==> config.mk <==
export PLATFORM = sky130hd
export DESIGN_NAME = mario_motion_ctrl_flat
export DESIGN_NICKNAME = d
export VERILOG_FILES = /design/src/rtl/game_pkg.sv /design/src/rtl/mario_motion_ctrl_if.sv /design/src/rtl/collision_latch.sv /design/src/rtl/mario_motion_ctrl.sv /design/src/flat_wrapper.sv
export SDC_FILE = /design/constraint.sdc
export NUM_CORES = 1
export LEC_CHECK = 0
export ABC_CLOCK_PERIOD_IN_PS = 3100
export CORE_MARGIN = 2
export CORE_UTILIZATION = 42
export CTS_CLUSTER_DIAMETER = 120
export DETAILED_ROUTE_END_ITERATION = 7
export GPL_ROUTABILITY_DRIVEN = 0
export SLEW_MARGIN = 0
export SYNTH_ARGS = -nofsm -noshare
export SYNTH_HDL_FRONTEND = slang
export SYNTH_SLANG_ARGS = --single-unit
==> constraint.sdc <==
create_clock -name pixel_clk_in -period 3.1 [get_ports pixel_clk_in]
set_input_delay 0.465 -clock pixel_clk_in [delete_from_list [all_inputs] [get_ports pixel_clk_in]]
set_output_delay 0.465 -clock pixel_clk_in [all_outputs]
set_load 0.05 [all_outputs]
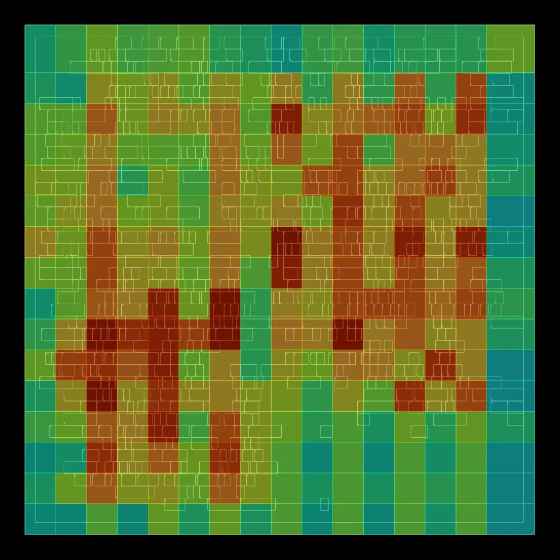
Fig. 1. Routing congestion map.
GRT Max-Usage Layer: met2
WL/cell: 17.9 um
total global-route track usage: 23.6%
met3 usage: 5.19%

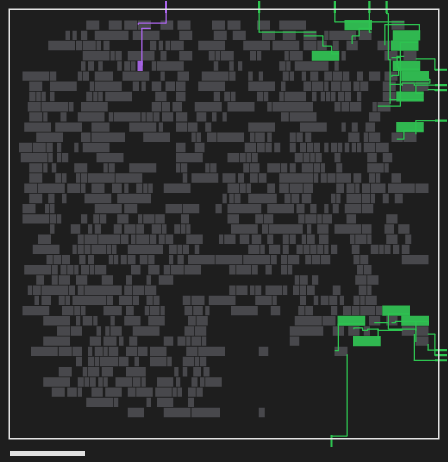
Fig. 2. I/O nets highlighted.
Scale bar: 20 um.
[bus_btn_jump] purple | bits: 1 | direction: input | end cells: 1 | buffers: 1 | wire: 23.1 um
[bus_offset] green | bits: 12 | direction: output | end cells: 12 | buffers: 12 | wire: 338 um
Ports: 48
PortBufs: 47

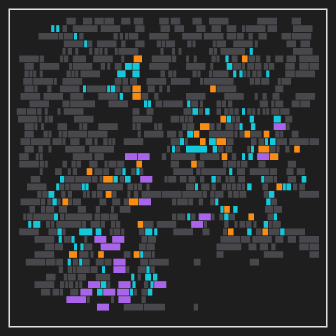
Fig. 3. Logic cells by family.
[fa/ha/maj cells] purple | cells: 22
[and/or cells] orange | cells: 32
[nor cells] cyan | cells: 95 | where: widely spread
logic share of the area: 53.3%
Final Non-Filler Cells: 839

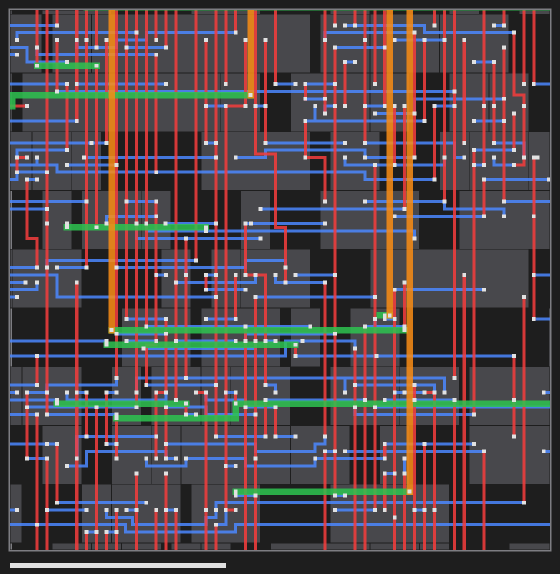
Fig. 4. Layout detail.
Scale bar: 10 um. Region (16, 16) to (41, 41) um. Cells in grey, sequential cells in the stronger grey; small squares are vias.
[M1] blue
[M2] red
[M3] green
[M4] orange
cells with their middle in the window: 53
sequential cells in the window: 0
most frequent: nor2_1 (7), a21oi_1 (5)

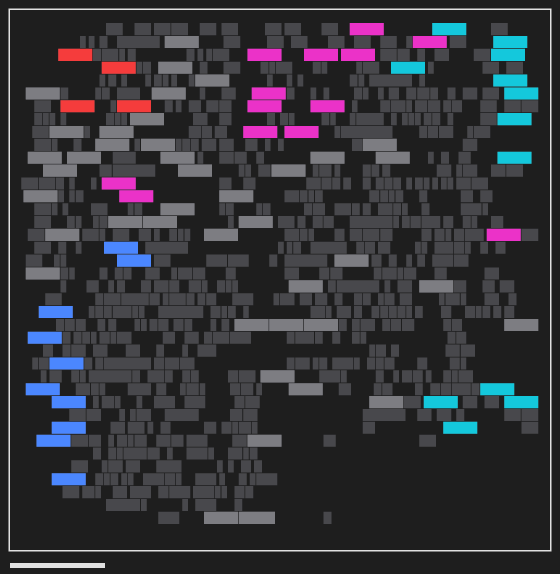
Fig. 5. Sequential cells grouped by signal name.
Scale bar: 20 um. Other sequential cells in the stronger grey, the rest of the logic in the fainter grey.
[u_core.bus.offset] cyan | flops: 12
[u_core.bus.x_mario_center] magenta | flops: 13
[u_core.u_collision_latch.r_flags] red | flops: 4 | where: upper left
[u_core.r_y_w] blue | flops: 10
not coloured: 41
flop share of the area: 26.8%
Seq power: 1.09 mW
Final Util: 50.1%
register area: 1600 um^2

==> reports/metrics.cfg <==
[synthesis]
xor_area_share_pct=2.40
yosys_register_bits=80
aoi_share_pct=27.3
syn_area_per_cell_um2=7.67
synth_nets=697
synth_cell_types=81
ys_seq_share_pct=31.4
async_flop_share_pct=0
yosys_area_um2=5100
topCellsByArea=dfxtp_1 (31%), nand2_1 (6.9%), a21oi_1 (6.6%)
syn-cell-area_um2=5100
synth_cells=665
synthTopLogicFamily=AND-OR/OR-AND gates
yosysTopAreaCell=dfxtp_1
top_area_share_pct=31.4
ys_sh_adder_pct=5.69
yosysWarnings=0
simple_gate_area_share_pct=26.3

[run_status]
status=finished clean

[final_layout]
nFillCells=1184
syn_to_final_growth_pct=17.1
layout_top_cells=nand2_1 (94), dfxtp_1 (79), a21oi_1 (67)
bufAreaShareNonClock_pct=9.80
final_net_count=719
logic_area_um2=3180
mostFrequentLayoutCell=nand2_1
buffers=63
inv_count=27
drive_gt1_share_pct=8.38
clk_share_pct=5.30
diodes=0
stdcell_area_um2=5970

[clock_tree]
cts_tree=yes
clockRootBuffer=clkbuf_16
clockBufferDepth=2
cts_setup_buffers=0
cts_resized=0
cts_made_buffers=9
clkLatencyLatePin_ns=0.35
clkSinkCount=80
clkTransAtPathRegs_ns=0.06
cts.htree.levels=3
cts_hold_buf=0

[flow_run]
maxCapViolations=0

[final_timing]
fmax_mhz=349
slew_headroom_pct=18.3
grt_setup_unrepaired=false
fin_skew_ns=0.00925
whs_ns=0.457
final-hold-violation-count=0
final_max_slew_viol_count=0
period_minus_slack_ns=2.87
period_used_pct=92.6
setup_ws_ns=0.231

[place]
placed_cells=823
dp_hpwl_mm=10.6
placed_cell_area_um2=5660
pre_cts_slack_ns=0.260

[floorplan]
dieArea_um2=13000
die_y_um=114
fp_util_pct=42.8
core_um2=11900
rows=40

[route]
wl_met2_mm=6.96
drtIter0Drc=421
met1_length_mm=6.36
viasPerCell=6.18
highest-signal-layer=met4
vias=5181
drt_wl_total_mm=15.0
antenna_left=0
drc=0
wl_met3_mm=1.10

[power]
cellPowerDensity_nw_per_um2=426
pg_clk_mw=1.12
leakage_nw=2.13
powerComb_uw=324
power_frac_seq_pct=43.0
combPwrFrac_pct=12.7
switching_share_pct=27.5
intPower_mw=1.84
p_sw_uw=698
power_mw=2.54
ir_drop_v=0.000335
p_clk_share_pct=44.2

[critical_path]
cp-end-kind=flop
worst-path-buf-inv=1
r2r_slack_ns=0.23
worstSetupStartpointType=flop
path_class=flop to flop
r2r.worst_path.cells=9
cp.required_ns=3.38
crit_cells=9
cp_top_family=AND-OR/OR-AND gates
cp_max_fo=8
crit_slowest_cell=or4b_1

[grt]
grt.met2_usage_pct=38.5
overflow=0
grt_pass1_wl_mm=24.6
antenna_found_initial=0
globalRouteMet1Util_pct=29.1
grt_max_degree=37

[min_path]
holdCritPathClass=flop to flop

Power is estimated from default activity; no workload was simulated.
